==> src/rtl/dmem_arb_pkg.sv <==
// Shared types and helpers for the data-memory arbiter.
// The rotate-priority pick works on a fixed 4-bit vector. This is the largest
// supported requester count, and narrower users zero-extend their inputs.
package dmem_arb_pkg;

   typedef enum logic {
      ARB    = 1'b0,
      LOCKED = 1'b1
   } arb_state_e;

   localparam int DMEM_DATA_W = 32;
   localparam int DMEM_ADDR_W = 32;
   localparam int RR_MAX      = 4;

   // Returns a one-hot vector selecting the first set bit of req.
   // The search starts at ptr and wraps modulo n.
   function automatic logic [RR_MAX-1:0] rr_pick(input logic [RR_MAX-1:0] req,
                                                 input logic [1:0]        ptr,
                                                 input int                n);
      logic [RR_MAX-1:0] win;
      logic              found;
      logic [1:0]        idx;
      win   = '0;
      found = 1'b0;
      for (int k = 0; k < RR_MAX; k++) begin
         idx = 2'((int'(ptr) + k) % n);
         if (k < n && !found && req[idx]) begin
            win[idx] = 1'b1;
            found    = 1'b1;
         end
      end
      return win;
   endfunction

endpackage

==> src/rtl/dmem_arb_rr_pick.sv <==
// Combinational rotate-priority encoder: one-hot winner among req, searching
// upward from ptr with wrap-around.
module dmem_arb_rr_pick
   import dmem_arb_pkg::*;
#(
   parameter int NUM_REQ = 2
) (
   input  logic [NUM_REQ-1:0] req,
   input  logic [1:0]         ptr,
   output logic [NUM_REQ-1:0] gnt
);

   logic [RR_MAX-1:0] req_ext;
   logic [RR_MAX-1:0] win;
   logic              win_unused;

   // Widen the request vector to the helper's size and narrow the result back.
   // NOTE: every signal written in always_comb gets a default first, so no path leaves it unassigned (no latch).
   always_comb begin
      req_ext              = '0;
      req_ext[NUM_REQ-1:0] = req;
      win                  = rr_pick(req_ext, ptr, NUM_REQ);
      gnt                  = win[NUM_REQ-1:0];
   end

   // The upper bits are always zero when NUM_REQ < RR_MAX.
   assign win_unused = ^win;

endmodule

==> src/rtl/dmem_arbiter.sv <==
// Round-robin arbiter sharing one data-memory port among NUM_REQ requesters.
// It supports bounded locked bursts and registers the read data it returns.
// Optional macro DMEM_ARB_STATS_EN adds per-requester grant/stall counters.
module dmem_arbiter
   import dmem_arb_pkg::*;
#(
   parameter int NUM_REQ    = 2,
   parameter int DATA_W     = DMEM_DATA_W,
   parameter int ADDR_W     = DMEM_ADDR_W,
   parameter int MAX_BURST  = 4,
   parameter int RESET_PRIO = 0
) (
   input  logic                  clk,
   input  logic                  rst_n,
   input  logic [NUM_REQ-1:0]    req,
   input  logic [NUM_REQ-1:0]    we,
   input  logic [NUM_REQ-1:0]    lock,
   input  logic [NUM_REQ*ADDR_W-1:0] addr,
   input  logic [NUM_REQ*DATA_W-1:0] wdata,
   output logic [NUM_REQ-1:0]    gnt,
   output logic [NUM_REQ-1:0]    rvalid,
   output logic [DATA_W-1:0]     rdata,
   output logic                  mem_read,
   output logic                  mem_write,
   output logic [ADDR_W-1:0]     mem_addr,
   output logic [DATA_W-1:0]     mem_wdata,
   input  logic [DATA_W-1:0]     mem_rdata
`ifdef DMEM_ARB_STATS_EN
   ,
   input  logic                  stat_clr,
   output logic [NUM_REQ*32-1:0] stat_grants,
   output logic [NUM_REQ*32-1:0] stat_stalls
`endif
);

   localparam int CNT_W = $clog2(MAX_BURST + 1);

   arb_state_e         state, state_nxt;
   logic [1:0]         rr_ptr, rr_ptr_nxt;
   logic [1:0]         owner, owner_nxt;
   logic [CNT_W-1:0]   burst_cnt, burst_cnt_nxt, burst_cnt_inc;
   logic [NUM_REQ-1:0] pick;
   logic [NUM_REQ-1:0] owner_oh;
   logic [1:0]         win_idx;
   logic               win_lock, owner_req, owner_lock;

   function automatic logic [1:0] next_idx(input logic [1:0] idx);
      return (idx == 2'(NUM_REQ - 1)) ? 2'd0 : idx + 2'd1;
   endfunction

   dmem_arb_rr_pick #(.NUM_REQ(NUM_REQ)) u_rr_pick (
      .req (req),
      .ptr (rr_ptr),
      .gnt (pick)
   );

   assign burst_cnt_inc = burst_cnt + CNT_W'(1);

   // Decode the free-arbitration winner and the locked owner's request/lock bits.
   always_comb begin
      win_idx    = 2'd0;
      win_lock   = 1'b0;
      owner_oh   = '0;
      owner_req  = 1'b0;
      owner_lock = 1'b0;
      for (int i = 0; i < NUM_REQ; i++) begin
         if (pick[i]) begin
            win_idx  = 2'(i);
            win_lock = lock[i];
         end
         if (owner == 2'(i)) begin
            owner_oh[i] = 1'b1;
            owner_req   = req[i];
            owner_lock  = lock[i];
         end
      end
   end

   // Grant and next-state logic. All grants are held off while reset is asserted.
   always_comb begin
      state_nxt     = state;
      rr_ptr_nxt    = rr_ptr;
      owner_nxt     = owner;
      burst_cnt_nxt = burst_cnt;
      gnt           = '0;
      if (rst_n) begin
         case (state)
            ARB: begin
               gnt = pick;
               if (|pick) begin
                  rr_ptr_nxt = next_idx(win_idx);
                  if (win_lock && MAX_BURST > 1) begin
                     state_nxt     = LOCKED;
                     owner_nxt     = win_idx;
                     burst_cnt_nxt = CNT_W'(1);
                  end
               end
            end
            LOCKED: begin
               if (owner_req) gnt = owner_oh;
               if (owner_req && owner_lock && burst_cnt_inc != CNT_W'(MAX_BURST)) begin
                  burst_cnt_nxt = burst_cnt_inc;
               end else begin
                  state_nxt     = ARB;
                  rr_ptr_nxt    = next_idx(owner);
                  burst_cnt_nxt = '0;
               end
            end
            default: state_nxt = ARB;
         endcase
      end
   end

   // Steer the winner onto the memory port. Ungranted requesters contribute
   // nothing, so undriven or X inputs on idle requesters never reach mem_*.
   always_comb begin
      mem_read  = 1'b0;
      mem_write = 1'b0;
      mem_addr  = '0;
      mem_wdata = '0;
      for (int i = 0; i < NUM_REQ; i++) begin
         if (gnt[i]) begin
            mem_read  = !we[i];
            mem_write = we[i];
            mem_addr  = addr[i*ADDR_W +: ADDR_W];
            mem_wdata = wdata[i*DATA_W +: DATA_W];
         end
      end
   end

   // Arbitration state register.
   // NOTE: clocked state uses non-blocking (<=) so every flop samples pre-edge values.
   always_ff @(posedge clk or negedge rst_n) begin
      if (!rst_n) begin
         state     <= ARB;
         rr_ptr    <= 2'(RESET_PRIO);
         owner     <= 2'd0;
         burst_cnt <= '0;
      end else begin
         state     <= state_nxt;
         rr_ptr    <= rr_ptr_nxt;
         owner     <= owner_nxt;
         burst_cnt <= burst_cnt_nxt;
      end
   end

   // Read return: capture memory data on a granted read and pulse rvalid one cycle.
   always_ff @(posedge clk or negedge rst_n) begin
      if (!rst_n) begin
         rvalid <= '0;
         rdata  <= '0;
      end else begin
         rvalid <= mem_read ? gnt : '0;
         if (mem_read) rdata <= mem_rdata;
      end
   end

`ifdef DMEM_ARB_STATS_EN
   logic [31:0] grant_cnt [NUM_REQ];
   logic [31:0] stall_cnt [NUM_REQ];

   // Per-requester saturating grant/stall counters. A clear beats an increment.
   // NOTE: these few counter words need a defined start value, so they are reset like any other flop.
   always_ff @(posedge clk or negedge rst_n) begin
      if (!rst_n) begin
         for (int i = 0; i < NUM_REQ; i++) begin
            grant_cnt[i] <= '0;
            stall_cnt[i] <= '0;
         end
      end else begin
         for (int i = 0; i < NUM_REQ; i++) begin
            if (stat_clr) begin
               grant_cnt[i] <= '0;
               stall_cnt[i] <= '0;
            end else begin
               if (gnt[i] && grant_cnt[i] != 32'hFFFF_FFFF)
                  grant_cnt[i] <= grant_cnt[i] + 32'd1;
               if (req[i] && !gnt[i] && stall_cnt[i] != 32'hFFFF_FFFF)
                  stall_cnt[i] <= stall_cnt[i] + 32'd1;
            end
         end
      end
   end

   for (genvar g = 0; g < NUM_REQ; g++) begin : g_stat
      assign stat_grants[g*32 +: 32] = grant_cnt[g];
      assign stat_stalls[g*32 +: 32] = stall_cnt[g];
   end
`else
   // Statistics disabled: no counters, arbitration unchanged.
`endif

endmodule

==> config.mk <==
export PLATFORM = sky130hd
export DESIGN_NAME = dmem_arbiter
export DESIGN_NICKNAME = d
export VERILOG_FILES = /design/src/rtl/dmem_arb_pkg.sv /design/src/rtl/dmem_arb_rr_pick.sv /design/src/rtl/dmem_arbiter.sv
export SDC_FILE = /design/constraint.sdc
export NUM_CORES = 1
export LEC_CHECK = 0
export ABC_AREA = 0
export CAP_MARGIN = 20
export CORE_AREA = 2 2 106 108
export DETAILED_ROUTE_END_ITERATION = 10
export DIE_AREA = 0 0 108 110
export GPL_TIMING_DRIVEN = 0
export PLACE_DENSITY_LB_ADDON = 0.12
export SLEW_MARGIN = 25
export SYNTH_ARGS = -nofsm -noshare
export SYNTH_HDL_FRONTEND = slang
export SYNTH_SLANG_ARGS = --single-unit
==> constraint.sdc <==
create_clock -name clk -period 3.6 [get_ports clk]
set_input_delay 0.72 -clock clk [delete_from_list [all_inputs] [get_ports clk]]
set_output_delay 0.72 -clock clk [all_outputs]
set_load 0.005 [all_outputs]
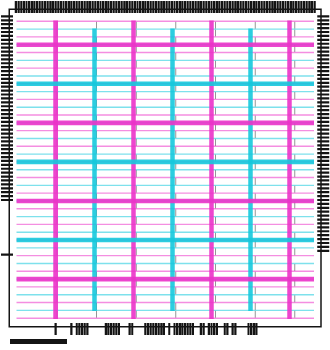
*Supply network*
Scale bar: 20 um. Pins as bars on the die edge. Tap cells in gray.
legend:
  VDD:
    color: cyan
  VSS:
    color: magenta
met4 straps: 7
met5 straps: 7
tap cells: 140
core footprint: 10700 um2
Die Y-Extent: 110 um
Peak VDD IR: 218.6 uV
Die W: 108 um

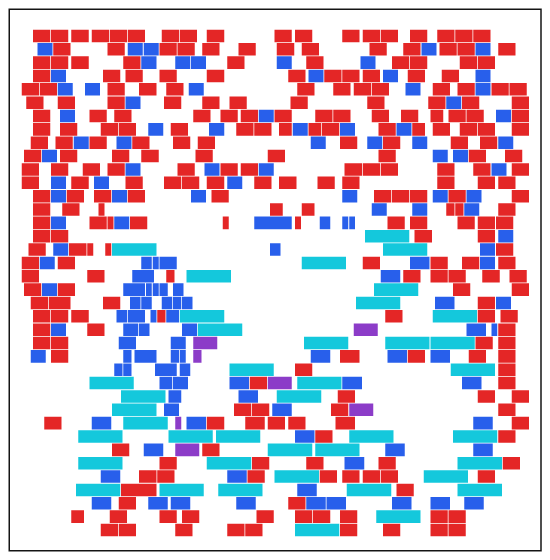
*Cells colored by class*
legend:
  clock drivers and dummy loads:
    color: purple
    cells: 7
    share_of_their_area: 1.5%
  registers:
    color: cyan
    cells: 40
    share_of_their_area: 19%
  remaining logic cells:
    color: blue
    cells: 138
    share_of_their_area: 24%
  remaining buffers and delay cells:
    color: red
    cells: 289
    share_of_their_area: 55%

==> CHANGELOG.md <==
## Implementation

- Status: finished, final reports clean
- Fmax: 285.4 MHz
- Antenna viol nets, final: 0
- Final tally of hold violations: 0
- Drt wl/cell: 17.75 um
- Commonest Layout Cell: clkdlybuf4s50_1
- Total setup buffers inserted after CTS: 0
- Setup TNS: 0 ns
- OpenROAD warnings: 27
- CP endpoint kind: output pin
- Root buffer cell: clkbuf_8
- Vias in the first global route: 2799
- Clock Sinks: 40
- Buffers on Ports: 269
- Clock Latency Late Sink: 0.29 ns
- Max incr delay on CP: 0.56 ns
- Seq/Total Area, Yosys: 42.94%
- RSZ-0062 raised after global routing: no
- Layout cells sized above 1: 11.60%
- Largest net degree at the start of global routing: 28
- Hold Path Class: in -> async
- Routability cong.: 0.8172
- CP required: 2.88 ns
- Ant. Diodes: 0
- Startpoint class of the critical path: input port
- Clk_skew: 0.005606 ns
- Worst slew pin tran: 0.4730 ns
- # fillers: 1019
- Pleak: 2.162 nW
- Slew margin rel.: 68.46%
- Top Layout Cells: clkdlybuf4s50_1, a22o_1, dfrtp_1
- # Cells Yosys: 197
- Area leader, netlist: dfrtp_1
- Vias/cell: 4.472
- Hold_ws: 0.2822 ns
- Distinct cells, synth: 28
- Comb area: 1211 um2
- Vias: 2746
- Pwr dens: 479.4 nW/um2
- Critical path type: in -> out
- Final Core Density: 49.67%
- Total GRT Usage: 17.10%
- MaxCap Viol Count: 0
- CTS tree: built
- Worst Path Arrival: 2.78 ns
- Register Area: 1001 um2
- Max-slew violations: 0
- Clock slew at reported path FFs: 0.08 ns
- First-pass GRT wire length: 15660 um
- Cell area after synthesis: 2331 um2
- Layout area overhead: 128.0%
- CP dominant cell by count: clkdlybuf4s50_1
- Drt initial violations: 86
- CTS Buf Count: 5
- Area share, top type: 42.94%
- Worst-path cell chain: clkdlybuf4s50_1, nand2b_1, o2111a_2, clkbuf_1, a22o_1, clkdlybuf4s50_1
- Critical path peak fanout: 10
- DR DRC count: 0
- Synth warnings: 0
- Final tally of setup violations: 0
- Nets: 644
- DIE AREA: 11880 um2
- Drt total wl: 10900 um
- Setup ws final: 0.09606 ns
- Period utilization: 97.33%
- Fin crit period: 3.504 ns
- Initial antenna violation count: 0
- Yosys reg bits: 40
- Place WS: -0.07644 ns
- Detailed Place HPWL: 9244 um
- Floorplan Nets: 367
- Cell row count: 38
- H-tree levels: 2
- Total power: 0.002547 W
- Ranking of synthesized cells by area: dfrtp_1, a22o_1, mux2_2
- FP Util: 21.79%
- Syn Inst Count: 197
- Clk buf depth: 2
- Slowest-stage cell, CP: clkdlybuf4s50_1
- I/O pins: 270
- DRT Pass-1 Iters: 4
- GRT overflow: 0
- Chip Area, Yosys: 2331 um2
- Syn Area/Cell: 11.83 um2
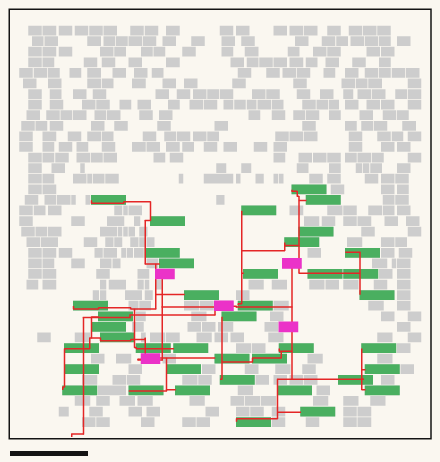
*Routed clock nets over the placement*
Scale bar: 20 um.
legend:
  flip-flops:
    color: green
    count: 40
  clock wires:
    color: red
    length: 558 um
  clock-net drivers:
    color: magenta
    count: 5
routed clock nets: 6

area by class of cell:
type / count / area share (%)
Buffer: 19 / 2.284
Clock buffer: 6 / 1.366
Clock inverter: 1 / 0.09418
Inverter: 4 / 0.2826
Multi-Input combinational cell: 134 / 22.79
Sequential cell: 40 / 18.84
Tap cell: 140 / 3.296
Timing Repair Buffer: 270 / 51.05
kinds of logic (layout without fill, tap and decap cells):
group | count (synthesis) | in the layout | synth area share, %
flops | 40 | 40 | 42.94
mux | 34 | 34 | 16.32
compound gates | 80 | 80 | 29.79
buf+inv | 23 | 300 | 5.206
xor+xnor | 1 | 1 | 0.3758
simple gates | 17 | 17 | 4.294
fa+ha+maj | 2 | 2 | 1.073
worst max-delay path: cells and delay by family:
kind	cells	cell delay, ns
AND/OR/NAND/NOR	1	0.15
AND-OR/OR-AND	2	0.49
buffers and inverters	3	1.42
state kept, by name (all words and copies together), names as in the netlist:
| register | cells |
|---|---|
| rvalid | 2 |
| burst_cnt | 3 |
| rdata | 32 |
| rr_ptr | 1 |
| owner | 1 |
| state | 1 |
where the power goes:
part / total (W) / switching [W] / internal [W]
combinational: 0.00149 / 0.000479 / 0.00101
sequential: 0.000776 / 0.000114 / 0.000662
clock: 0.000279 / 0.000147 / 0.000132
Yosys cell counts:
cell type  instances
a22o_1            66
dfrtp_1           40
mux2_2            31
buf_2             10
clkbuf_1           6
inv_1              4
nand2_1            4
nand2b_1           4
and2_1             3
buf_6              3
o21ai_0            3
a21oi_1            2
a31oi_1            2
ha_1               2
mux2i_1            2
nand3b_1           2
o2111a_1           2
a21o_1             1
a221oi_1           1
a22oi_4            1
a32o_1             1
mux2_1             1
nand3_1            1
nand4_1            1
nand4b_1           1
o2bb2ai_1          1
or3_1              1
xor2_1             1
final timing paths:
check | depth (start not counted) | end | startpoint | slack, ns
max in group asynchronous | 2 | rvalid[0] | rst_n | 2.91
max reg2reg | 5 | rdata[8] | state | 1.72
min in group clk | 1 | rdata[26] | rdata[26] | 0.50
min reg2reg | 1 | rdata[26] | rdata[26] | 0.50
min | 1 | burst_cnt[0] | rst_n | 0.28
max | 6 | mem_addr[24] | req[0] | 0.1
layer usage:
layer  global-route usage, %  vias up  part of all wire, %
met5                       0        -                    0
met1                   20.44     1287                   38
met4                   3.297        0                 0.84
met3                   4.762        9                  7.9
met2                   30.91      119                   54
li1                        -     1331                    -
timing repair:
item | in CTS | in global routing
hold buffers | 0 | 0
endpoints found under the setup margin | 36 | 56
resized | 3 | 7
metrics by stage:
| stage | instance area (um2) | instances |
|---|---|---|
| after floorplan | 2331 | 197 |
| after global placement | 5199 | 606 |
| after detailed placement | 5214 | 607 |
| after CTS | 5296 | 614 |
| after global routing | 5314 | 614 |
| final | 5314 | 614 |
No activity file was given, so power comes from the tool's default toggle rates.
